===== src/rtl/dice_pkg.sv =====
// Shared constants, state types and the die-face table for the dice RNG
// custom-instruction initiator.
package dice_pkg;

  localparam int SUM_W     = 11;
  localparam int MAX_COUNT = 15;
  localparam int CNT_W     = $clog2(MAX_COUNT + 1);

  localparam logic [3:0] IDLE_CODE = 4'hF;
  localparam logic [3:0] DIE_D4    = 4'd0;
  localparam logic [3:0] DIE_D6    = 4'd1;
  localparam logic [3:0] DIE_D8    = 4'd2;
  localparam logic [3:0] DIE_D10   = 4'd3;
  localparam logic [3:0] DIE_D12   = 4'd4;
  localparam logic [3:0] DIE_D20   = 4'd5;
  localparam logic [3:0] DIE_D100  = 4'd6;

  typedef enum logic [2:0] {ST_IDLE, ST_ISSUE, ST_WAIT, ST_ACCUM, ST_RESP} seq_state_e;
  typedef enum logic [1:0] {CI_IDLE, CI_ISSUE, CI_WAIT} ci_state_e;

  // A zero return doubles as the "unknown die code" marker.
  function automatic logic [6:0] max_face(input logic [3:0] die);
    case (die)
      DIE_D4:   max_face = 7'd4;
      DIE_D6:   max_face = 7'd6;
      DIE_D8:   max_face = 7'd8;
      DIE_D10:  max_face = 7'd10;
      DIE_D12:  max_face = 7'd12;
      DIE_D20:  max_face = 7'd20;
      DIE_D100: max_face = 7'd100;
      default:  max_face = 7'd0;
    endcase
  endfunction

endpackage


===== src/rtl/ci_initiator.sv =====
// Single custom-instruction transaction engine: start pulse, dataa hold,
// done detection and timeout counting for one die.
module ci_initiator
  import dice_pkg::*;
#(
  parameter int TIMEOUT_CYCLES = 1024
) (
  input  logic        clk,
  input  logic        reset_n,
  input  logic        go_i,
  input  logic [3:0]  die_i,
  output logic        busy_o,
  output logic        ok_o,
  output logic        timeout_o,
  output logic [6:0]  face_o,
  output logic        ci_start_o,
  output logic [31:0] ci_dataa_o,
  input  logic        ci_done_i,
  input  logic [6:0]  ci_result_i
);

  localparam int            TW        = $clog2(TIMEOUT_CYCLES + 1);
  localparam logic [TW-1:0] LAST_TICK = TW'(TIMEOUT_CYCLES - 1);

  ci_state_e     state_q;
  logic [TW-1:0] timer_q;
  logic          start_q;
  logic [31:0]   dataa_q;
  logic          in_wait;

  // ok/timeout are combinational so the caller can leave WAIT on the same edge.
  assign in_wait    = (state_q == CI_WAIT);
  assign ok_o       = in_wait && ci_done_i;
  assign timeout_o  = in_wait && !ci_done_i && (timer_q == LAST_TICK);
  assign face_o     = ci_result_i;
  assign busy_o     = (state_q != CI_IDLE);
  assign ci_start_o = start_q;
  assign ci_dataa_o = dataa_q;

  always_ff @(posedge clk or negedge reset_n) begin
    if (!reset_n) begin
      state_q <= CI_IDLE;
      timer_q <= '0;
      start_q <= 1'b0;
      dataa_q <= {28'b0, IDLE_CODE};
    end else begin
      start_q <= 1'b0;
      case (state_q)
        CI_IDLE: begin
          if (go_i) begin
            state_q <= CI_ISSUE;
            start_q <= 1'b1;
            timer_q <= '0;
            dataa_q <= {28'b0, die_i};
          end
        end
        CI_ISSUE: state_q <= CI_WAIT;
        CI_WAIT: begin
          if (ci_done_i || (timer_q == LAST_TICK)) begin
            state_q <= CI_IDLE;
            dataa_q <= {28'b0, IDLE_CODE};
          end else begin
            timer_q <= timer_q + 1'b1;
          end
        end
        default: state_q <= CI_IDLE;
      endcase
    end
  end

endmodule


===== src/rtl/dice_roll_sequencer.sv =====
// Dice roll request sequencer: loops one CI transaction per die, range-checks
// and sums the faces, and returns the total on a valid/ready response port.
module dice_roll_sequencer
  import dice_pkg::*;
#(
  parameter int TIMEOUT_CYCLES = 1024
) (
  input  logic             clk,
  input  logic             reset_n,
  input  logic             req_valid,
  output logic             req_ready,
  input  logic [3:0]       req_die,
  input  logic [3:0]       req_count,
  output logic             rsp_valid,
  input  logic             rsp_ready,
  output logic [SUM_W-1:0] rsp_sum,
  output logic             rsp_error,
  output logic             roll_valid,
  output logic [6:0]       roll_value,
  output logic             ci_clk_en,
  output logic             ci_start,
  output logic [31:0]      ci_dataa,
  output logic [31:0]      ci_datab,
  input  logic [31:0]      ci_result,
  input  logic             ci_done
);

  seq_state_e       state_q;
  logic [3:0]       die_q;
  logic [CNT_W-1:0] remaining_q;
  logic [SUM_W-1:0] sum_q;
  logic             err_q;
  logic             req_ready_q;
  logic             rsp_valid_q;
  logic             roll_valid_q;
  logic [6:0]       roll_value_q;
  logic             clk_en_q;

  logic       ci_go_d;
  logic [3:0] ci_die_d;
  logic       ci_busy;
  logic       ci_ok;
  logic       ci_timeout;
  logic [6:0] ci_face;
  logic       face_ok;
  logic       unused_bits;

  assign req_ready   = req_ready_q;
  assign rsp_valid   = rsp_valid_q;
  assign rsp_sum     = sum_q;
  assign rsp_error   = err_q;
  assign roll_valid  = roll_valid_q;
  assign roll_value  = roll_value_q;
  assign ci_clk_en   = clk_en_q;
  assign ci_datab    = '0;
  assign face_ok     = (ci_face != 7'd0) && (ci_face <= max_face(die_q));
  assign unused_bits = ^{ci_result[31:7], ci_busy};

  // Launch a transaction on a valid accept, or from ACCUM while dice remain.
  always_comb begin
    ci_go_d  = 1'b0;
    ci_die_d = die_q;
    if (state_q == ST_IDLE && req_valid && max_face(req_die) != 7'd0) begin
      ci_go_d  = 1'b1;
      ci_die_d = req_die;
    end else if (state_q == ST_ACCUM && remaining_q > CNT_W'(1)) begin
      ci_go_d = 1'b1;
    end
  end

  ci_initiator #(.TIMEOUT_CYCLES(TIMEOUT_CYCLES)) u_ci (
    .clk         (clk),
    .reset_n     (reset_n),
    .go_i        (ci_go_d),
    .die_i       (ci_die_d),
    .busy_o      (ci_busy),
    .ok_o        (ci_ok),
    .timeout_o   (ci_timeout),
    .face_o      (ci_face),
    .ci_start_o  (ci_start),
    .ci_dataa_o  (ci_dataa),
    .ci_done_i   (ci_done),
    .ci_result_i (ci_result[6:0])
  );

  always_ff @(posedge clk or negedge reset_n) begin
    if (!reset_n) begin
      state_q      <= ST_IDLE;
      die_q        <= IDLE_CODE;
      remaining_q  <= '0;
      sum_q        <= '0;
      err_q        <= 1'b0;
      req_ready_q  <= 1'b1;
      rsp_valid_q  <= 1'b0;
      roll_valid_q <= 1'b0;
      roll_value_q <= '0;
      clk_en_q     <= 1'b0;
    end else begin
      roll_valid_q <= 1'b0;
      case (state_q)
        ST_IDLE: begin
          if (req_valid && req_ready_q) begin
            die_q       <= req_die;
            remaining_q <= (req_count == '0) ? CNT_W'(1) : req_count;
            sum_q       <= '0;
            req_ready_q <= 1'b0;
            clk_en_q    <= 1'b1;
            if (max_face(req_die) != 7'd0) begin
              err_q   <= 1'b0;
              state_q <= ST_ISSUE;
            end else begin
              err_q       <= 1'b1;
              rsp_valid_q <= 1'b1;
              state_q     <= ST_RESP;
            end
          end
        end
        ST_ISSUE: state_q <= ST_WAIT;
        ST_WAIT: begin
          if (ci_ok) begin
            state_q <= ST_ACCUM;
            if (face_ok) begin
              roll_valid_q <= 1'b1;
              roll_value_q <= ci_face;
            end else begin
              err_q <= 1'b1;
            end
          end else if (ci_timeout) begin
            err_q       <= 1'b1;
            rsp_valid_q <= 1'b1;
            state_q     <= ST_RESP;
          end
        end
        ST_ACCUM: begin
          if (roll_valid_q) begin
            sum_q <= sum_q + SUM_W'(roll_value_q);
          end
          remaining_q <= remaining_q - 1'b1;
          if (remaining_q > CNT_W'(1)) begin
            state_q <= ST_ISSUE;
          end else begin
            rsp_valid_q <= 1'b1;
            state_q     <= ST_RESP;
          end
        end
        ST_RESP: begin
          if (rsp_ready) begin
            rsp_valid_q <= 1'b0;
            req_ready_q <= 1'b1;
            clk_en_q    <= 1'b0;
            state_q     <= ST_IDLE;
          end
        end
        default: state_q <= ST_IDLE;
      endcase
    end
  end

endmodule


===== config.mk =====
export PLATFORM = sky130hd
export DESIGN_NAME = dice_roll_sequencer
export DESIGN_NICKNAME = d
export VERILOG_FILES = /design/src/rtl/dice_pkg.sv /design/src/rtl/ci_initiator.sv /design/src/rtl/dice_roll_sequencer.sv
export SDC_FILE = /design/constraint.sdc
export NUM_CORES = 1
export LEC_CHECK = 0
export CORE_MARGIN = 10
export CORE_UTILIZATION = 40
export DETAILED_ROUTE_END_ITERATION = 8
export GPL_TIMING_DRIVEN = 0
export PLACE_DENSITY = 0.77
export SYNTH_ARGS = -nofsm -noshare
export SYNTH_HDL_FRONTEND = slang
export SYNTH_SLANG_ARGS = --single-unit

===== constraint.sdc =====
create_clock -name clk -period 2.8 [get_ports clk]
set_input_delay 0.7 -clock clk [delete_from_list [all_inputs] [get_ports clk]]
set_output_delay 0.7 -clock clk [all_outputs]
set_load 0.05 [all_outputs]

==> run summary, run 1 <==
fresh numbers from the pnr run: crit path from=die_q[2]$_DFFE_PN1P_, Gate power share=0.520, Post-Syn Instances=355, Final ANT Viol Nets=0, Worst slew margin=0.577, Final Max Slew Viols=0, Max VDD drop=0.563 mV, Buf/Inv on CP=1, setup violators final=0, setup slack, reg-to-reg=0.16 ns, vias per inst=4.59, post-route cell area=approximately 4400 um^2, Post-synth EDFFs=0, fp_density=0.414, CP Capture Point=roll_value[6]$_DFFE_PN0P_, Mapped Area=3420 um^2, first-pass GRT wire length=approximately 13,000 um, CTS Buf Count=5, largest net degree at the start of global routing=around 41, crit end category=flip-flop, YS chip area=3420 um^2, RD Place Congestion=0.871, status=complete, no violations, Inst Count DP=567, Worst Setup Start Kind=flip-flop, Tool Warnings=52, H-tree levels=2, Worst EP required=2.99 ns, WL/cell=13.4 um, Syn Area/Cell=9.63 um^2, most numerous logic cell after layout=buf_4, Setup TNS Final=0 ns, cell family with most CP delay=simple AND/OR/NAND/NOR gates, Max Cap Violations=0, Seq. cell area=1310 um^2, vias in the first global route=2,696, worst r2r dst=roll_value[6]$_DFFE_PN0P_, worst skew pair latency=0.30 ns, 1st-pass router iterations=4, f_max=0.379 GHz, Hold Violations, Final=0, cycle use final=0.943, io pins=133, Int Pwr=between 0.0015 and 0.002 W, worst-margin pin slew=0.626 ns, Clock Tree Buf Depth=2, yosys cell count=~360, grt ovf=0, pwr/cell area=761 nW/um^2, Area after DPL=4260 um^2, Psw=0.00148 W, Yosys cell types=between 50 and 60, unrepaired setup endpoints after global routing=no, CP max stage delay=about 0.56 ns, leakage power total=2.16 nW, ratio of cells with drive above 1 in the final layout=0.247, # DRC=0, hold crit path type=in2async, Post-synth ARST share=1.00, synthesis-to-layout area growth=28.6%, Syn. warnings=0, most frequent cells in the layout=buf_4, conb_1, clkdlybuf4s50_1, 1st-iter DRT viols=123, worst-case clock skew=roughly 0.0028 ns, chip area=12,600 um^2, synthesized flop and latch total=52, via count=2,659, DPL Wire Length=6300 um, antenna violations before repair=0, Worst R2R Start=die_q[2]$_DFFE_PN1P_, top_reg_cell synth=dfrtp_1, CP max FO=6, min cycle time layout=between 2 and 3 ns, overall routing resource usage=0.120, crit-path cells=nand2b_1, or3b_4, ha_1, nand4_1, or3_4, a21oi_4, buf_4, mux2_2, CP Depth=8, Crit Path Category=reg2reg, Post-Layout Cell Count=579, cells on worst reg2reg path=8, # diodes=0, TritonCTS Sinks=roughly 52, part of the power in registers=0.350, root buf cell=clkbuf_8, Clock power frac=0.130, CTS tree=built, nets=535, Sw Ratio=0.441, register area share after synthesis=0.384, final core utilization=0.532, logic area=1810 um^2, Reg clk slew, reported paths=0.09 ns, Crit-path slowest cell=dfstp_2, Arr. time, crit path=2.83 ns
==> run 1: what timing repair did <==
item	in CTS	in global routing
hold buffers	0	0
endpoints found under the setup margin	1	8
resized	0	3
pin swaps	1	0
setup buffers	2	2
==> run 1: routing by layer <==
metal	routed length, um	global-route usage	up-vias	part of all wire
li1	-	-	1344	-
met1	3130	0.136	1235	0.40
met2	3940	0.212	72	0.51
met3	594	0.0405	8	0.077
met4	69	0.0288	0	0.0089
met5	0	0	-	0
==> run 1: cells by family after synthesis <==
kind of cell / synth area share
xor gates and xnor gates: 0.0384
buffers and inverters: 0.156
DFF: 0.384
muxes: 0.0546
other: 0.00110
and+or+nand+nor: 0.182
AOI/OAI and AO/OA: 0.119
adders and majority gates: 0.0644
==> run 1: cell type report <==
class / count / share of cell area
well taps: 105 / 0.0299
inverters: 12 / 0.0102
flip-flops and latches: 52 / 0.299
repair buffers: 52 / 0.117
clock buffers: 8 / 0.0205
plain buffers: 68 / 0.111
multi-input cells: 282 / 0.412
==> run 1: power by group through the flow <==
| stage | sequential [W] | clock [W] | combinational (W) |
|---|---|---|---|
| floorplan | 0.00144 | 0 | 0.00101 |
| global placement | 0.00118 | 0 | 0.00166 |
| detailed placement | 0.00119 | 0 | 0.00170 |
| CTS | 0.00118 | 0.000453 | 0.00171 |
| global route | 0.00121 | 0.000484 | 0.00190 |
| finish | 0.00117 | 0.000435 | 0.00174 |
==> run 1: synth_stat cells, types with 3 or more instances <==
cell	number	area share
xor2_1	8	0.021
inv_1	12	0.013
nand2_1	20	0.022
buf_2	6	0.0088
nand4_1	4	0.0073
nand3_1	7	0.010
mux2i_1	4	0.012
o31ai_1	3	0.0066
nand2b_1	3	0.0055
dfstp_2	9	0.069
a211oi_1	3	0.0066
or4_1	3	0.0066
a31oi_1	6	0.011
nor3_1	8	0.012
o21ai_0	9	0.013
mux2_2	12	0.040
or3_1	4	0.0073
buf_4	60	0.13
xnor2_1	7	0.018
o21a_1	3	0.0066
o211ai_1	3	0.0066
nor2_1	42	0.046
a21oi_1	14	0.021
ha_1	16	0.059
and3_1	3	0.0055
a21o_1	5	0.011
dfrtp_1	43	0.31
==> run 1: worst min-delay path by stage <==
stage / startpoint / cells after the start / slack [ns] / to
finish: reset_n / 1 / 0.28 / u_ci.timer_q[0]$_DFFE_PN0P_
global route: reset_n / 1 / 0.29 / u_ci.timer_q[3]$_DFFE_PN0P_
CTS: reset_n / 1 / 0.28 / u_ci.timer_q[0]$_DFFE_PN0P_
detailed placement: ci_clk_en$_DFFE_PN0P_ / 1 / 0.48 / ci_clk_en$_DFFE_PN0P_
global placement: ci_clk_en$_DFFE_PN0P_ / 1 / 0.48 / ci_clk_en$_DFFE_PN0P_
floorplan: reset_n / 0 / 0.40 / ci_clk_en$_DFFE_PN0P_
==> run 1: metrics by stage <==
stage	setup WS (ns)	total power [W]	hold slack [ns]
floorplan	0.189	0.00245	0.404
detailed placement	-0.0256	0.00289	0.480
global placement	-0.515	0.00284	0.479
CTS	0.0369	0.00334	0.284
finish	0.159	0.00334	0.279
global route	0.0604	0.00359	0.289
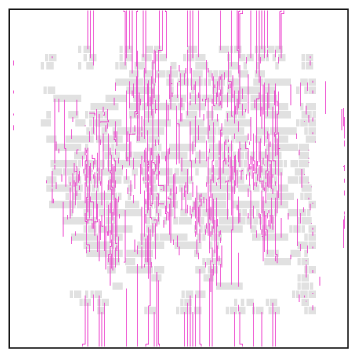
**Above:** run 1 (M2 wires).
Scale: 3 px per um.
The wires run mostly vertical. The layer carries 3,940 um of wire. The longest straight run is 37.4 um.
Routed Wire Length: 7730 um
M2 GR Usage: 0.212

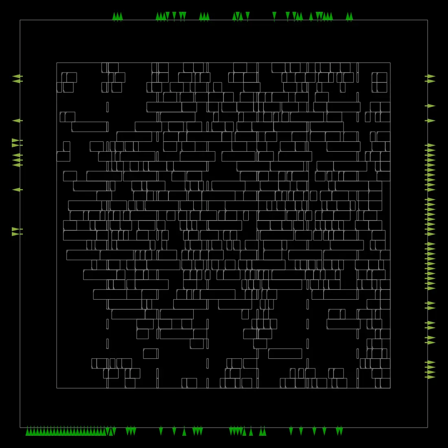
**Above:** run 1 (cell placement).
filler instances: 752
core area: 8260 um^2
flop share of the area: 0.299
tap cells: 105
Rows: 33

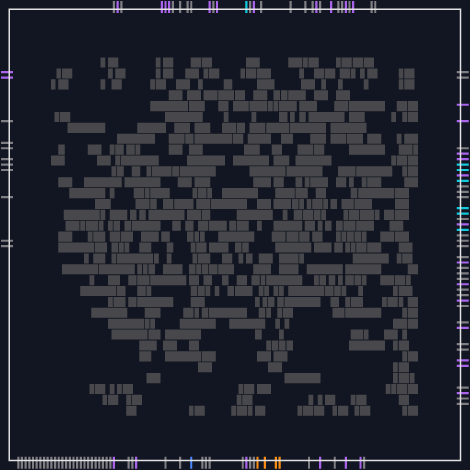
**Above:** run 1 (pin map).
Scale: 4 px per um. Pins as bars across the die edge, other pins in grey.
Blue stands for rsp_ready, pins 1, direction input, edge bottom. Orange stands for req_count, pins 4, direction input, edge bottom. Purple stands for ci_datab, pins 32, direction output, edge 13 right, 11 top, 6 bottom, 2 left. Cyan stands for roll_value, pins 7, direction output, edge 6 right, 1 top.
die height: 112 um
IO buf count: 47
die width: 112 um

**Run 1: zoomed window**

Window x 36 to 76, y 36 to 76 um. Cells in grey, sequential cells in the stronger grey; small squares are vias.
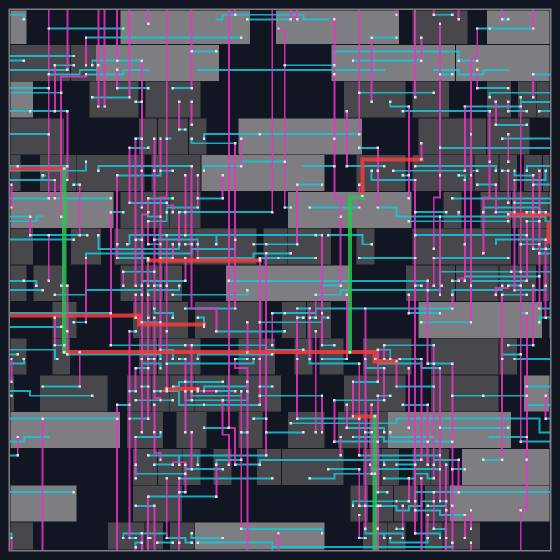

## Run 2: what changed since run 1
Settings changed: CORE_MARGIN 10 to 8.
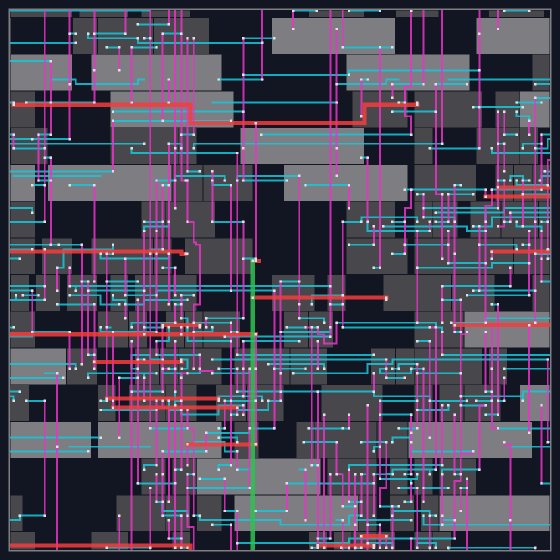
**Above:** run 2 (zoomed window).
Window x 34 to 74, y 34 to 74 um. Cells in grey, sequential cells in the stronger grey; small squares are vias.
Red stands for metal 3. Cyan stands for metal 1. Green stands for metal 4. Magenta stands for metal 2.
Sequential cells in the window: 16. 113 logic cells have their middle in the window. Most frequent: nor2_1 (16), dfrtp_1 (15), nand2_1 (11). Netlist names of flops here include roll_value (3), rsp_sum (3), state_q (3).

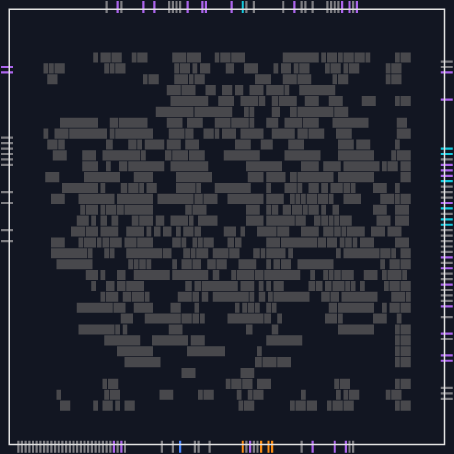
**Above:** run 2 (pin map).
Scale: 4 px per um. Pins as bars across the die edge, other pins in grey.
die height: 108 um
die width: 108 um

==> run summary, run 2 <==
fresh numbers from the pnr run: Worst EP required=2.99 ns, # diodes=0, crit-path cells=nand2b_1, or3b_4, ha_1, nand4_1, or3_4, a21oi_4, nor2_1, mux2_1, vias in the first global route=2,546, Area after DPL=4260 um^2, Yosys cell types=58, worst-margin pin slew=between 0.5 and 0.6 ns, Psw=0.00148 W, final core utilization=0.531, Final Max Slew Viols=0, grt ovf=0, Crit Path Category=reg2reg, DPL Wire Length=6150 um, cycle use final=0.934, Post-synth top cells=buf_4, dfrtp_1, nor2_1, post-route cell area=roughly 4400 um^2, worst r2r dst=rsp_error$_DFFE_PN0P_, hold_buf cts=0, antenna violations before repair=0, met2 wire length=3830 um, Hold Violations, Final=0, top-count cell post-synth=buf_4, Sw Ratio=0.444, Worst R2R Start=die_q[2]$_DFFE_PN1P_, DRT met1 WL=roughly 2900 um, f_max=0.382 GHz, leakage power total=2.14 nW, area share of the largest cell type after synthesis=0.315, top_reg_cell synth=dfrtp_1, Clock Tree Buf Depth=2, CTS Buf Count=5, core area=8260 um^2, io pins=133, setup violators final=0, Post-synth ARST share=1.00, most frequent cells in the layout=buf_4, conb_1, clkdlybuf4s50_1, CP Capture Point=rsp_error$_DFFE_PN0P_, CP max stage delay=0.54 ns, Post-Layout Cell Count=577, register area share after synthesis=0.384, Arr. time, crit path=2.80 ns, worst skew pair latency=0.30 ns, Tool Warnings=about 52, Post-Syn Instances=roughly 360, status=complete, no violations, chip area=roughly 12,000 um^2, biggest area cells=dfrtp_1, buf_4, dfstp_2, Int Pwr=0.00186 W, RD Place Congestion=0.887, crit end category=flip-flop, Mapped Area=3420 um^2, synthesized flop and latch total=roughly 52, crit path from=die_q[2]$_DFFE_PN1P_, IO buf count=47, cells on worst reg2reg path=8, Final ANT Viol Nets=0, vias per inst=4.70, YS chip area=3420 um^2, 1st-iter DRT viols=104, filler instances=~750, Gate power share=0.520, TritonCTS Sinks=~52, ratio of cells with drive above 1 in the final layout=0.244, largest net degree at the start of global routing=41, Max Cap Violations=0, Max VDD drop=between 0.5 and 0.6 mV, root buf cell=clkbuf_8, Worst Setup Start Kind=flip-flop, Rows=33, leading area contributor after synthesis=dfrtp_1, part of the power in registers=0.350, Reg clk slew, reported paths=roughly 0.09 ns, pwr/cell area=roughly 760 nW/um^2, PnR Total Power=0.00335 W, 1st-pass router iterations=4, Syn. warnings=0, H-tree levels=2, worst-case clock skew=0.00527 ns, # DRC=0, nets=~530, fp_density=0.414, yosys cell count=355, hold crit path type=in2async, synthesis-to-layout area growth=28.2%, Post-synth EDFFs=0
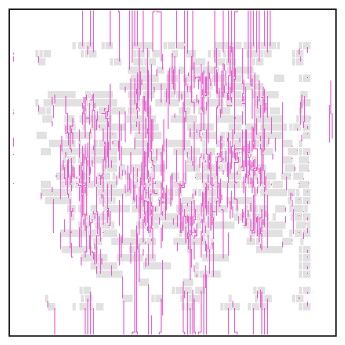
**Above:** run 2 (M2 wires).
Scale: 3 px per um.
via count: 2,713
Routed Wire Length: 7550 um
M2 GR Usage: 0.224

-- run 2: cell count changes in the layout (fill, tap and decap cells not counted), sizes merged --
cell,previous run,this run
buf,72,69
a21oi,15,16
-- run 2: cells by family (layout without fill, tap and decap cells) --
family | count (synthesis) | after routing | synth area share
adders and majority gates | 17 | 17 | 0.0644
buffers and inverters | 80 | 137 | 0.156
and+or+nand+nor | 116 | 116 | 0.182
AOI/OAI and AO/OA | 57 | 58 | 0.119
xor gates and xnor gates | 15 | 15 | 0.0384
other | 1 | 60 | 0.00110
muxes | 17 | 17 | 0.0546
DFF | 52 | 52 | 0.384
-- run 2: layer usage --
metal	global-route usage	vias up
li1	-	1347
met3	0.0410	5
met1	0.146	1266
met5	0	-
met4	0.0235	0
met2	0.224	95
-- run 2: timing repair --
item | in CTS | in global routing
gates cloned | 1 | 0
pin swaps | 1 | 1
buffers inserted | 1 | 0
setup endpoints to repair | 8 | 8
gates resized | 1 | 2
-- run 2: cell type report --
type                    count  area, um^2  share of cell area
well taps                 105         131              0.0300
flip-flops and latches     52        1310               0.300
multi-input cells         283        1820               0.416
inverters                  12        45.0              0.0103
clock buffers               8        90.1              0.0206
repair buffers             49         493               0.113
plain buffers              68         488               0.111
-- run 2: per-stage QoR --
| stage | setup TNS, ns | worst slack (ns) | hold slack (ns) |
|---|---|---|---|
| global route | 0 | 0.0519 | 0.280 |
| finish | 0 | 0.185 | 0.273 |
| detailed placement | -0.233 | -0.0727 | 0.496 |
| CTS | 0 | 0.0696 | 0.281 |
| floorplan | 0 | 0.189 | 0.404 |
| global placement | -21.76 | -0.508 | 0.478 |
-- run 2: worst min path at each step --
stage / startpoint / endpoint / slack [ns] / cells past startpoint
after global routing: reset_n / u_ci.timer_q[1]$_DFFE_PN0P_ / 0.28 / 1
after global placement: ci_clk_en$_DFFE_PN0P_ / ci_clk_en$_DFFE_PN0P_ / 0.48 / 1
after floorplan: reset_n / ci_clk_en$_DFFE_PN0P_ / 0.40 / 0
final: reset_n / u_ci.timer_q[0]$_DFFE_PN0P_ / 0.27 / 1
after detailed placement: rsp_valid$_DFFE_PN0P_ / rsp_valid$_DFFE_PN0P_ / 0.50 / 1
after CTS: reset_n / u_ci.timer_q[4]$_DFFE_PN0P_ / 0.28 / 1
-- run 2: worst max-delay path: cells and delay by family (launching register included) --
family	cells	cell delay, ns
adder cells (fa/ha/maj)	1	0.31
AND-OR/OR-AND	1	0.22
flip-flops	1	0.54
AND/OR/NAND/NOR	5	1.12
multiplexers	1	0.31
-- run 2: power groups by stage --
stage / combinational [W] / clock, W / sequential [W]
finish: 0.00174 / 0.000436 / 0.00117
global route: 0.00189 / 0.000480 / 0.00120
CTS: 0.00174 / 0.000448 / 0.00117
detailed placement: 0.00170 / 0 / 0.00119
global placement: 0.00166 / 0 / 0.00118
floorplan: 0.00101 / 0 / 0.00144
Power is estimated from default activity; no workload was simulated.
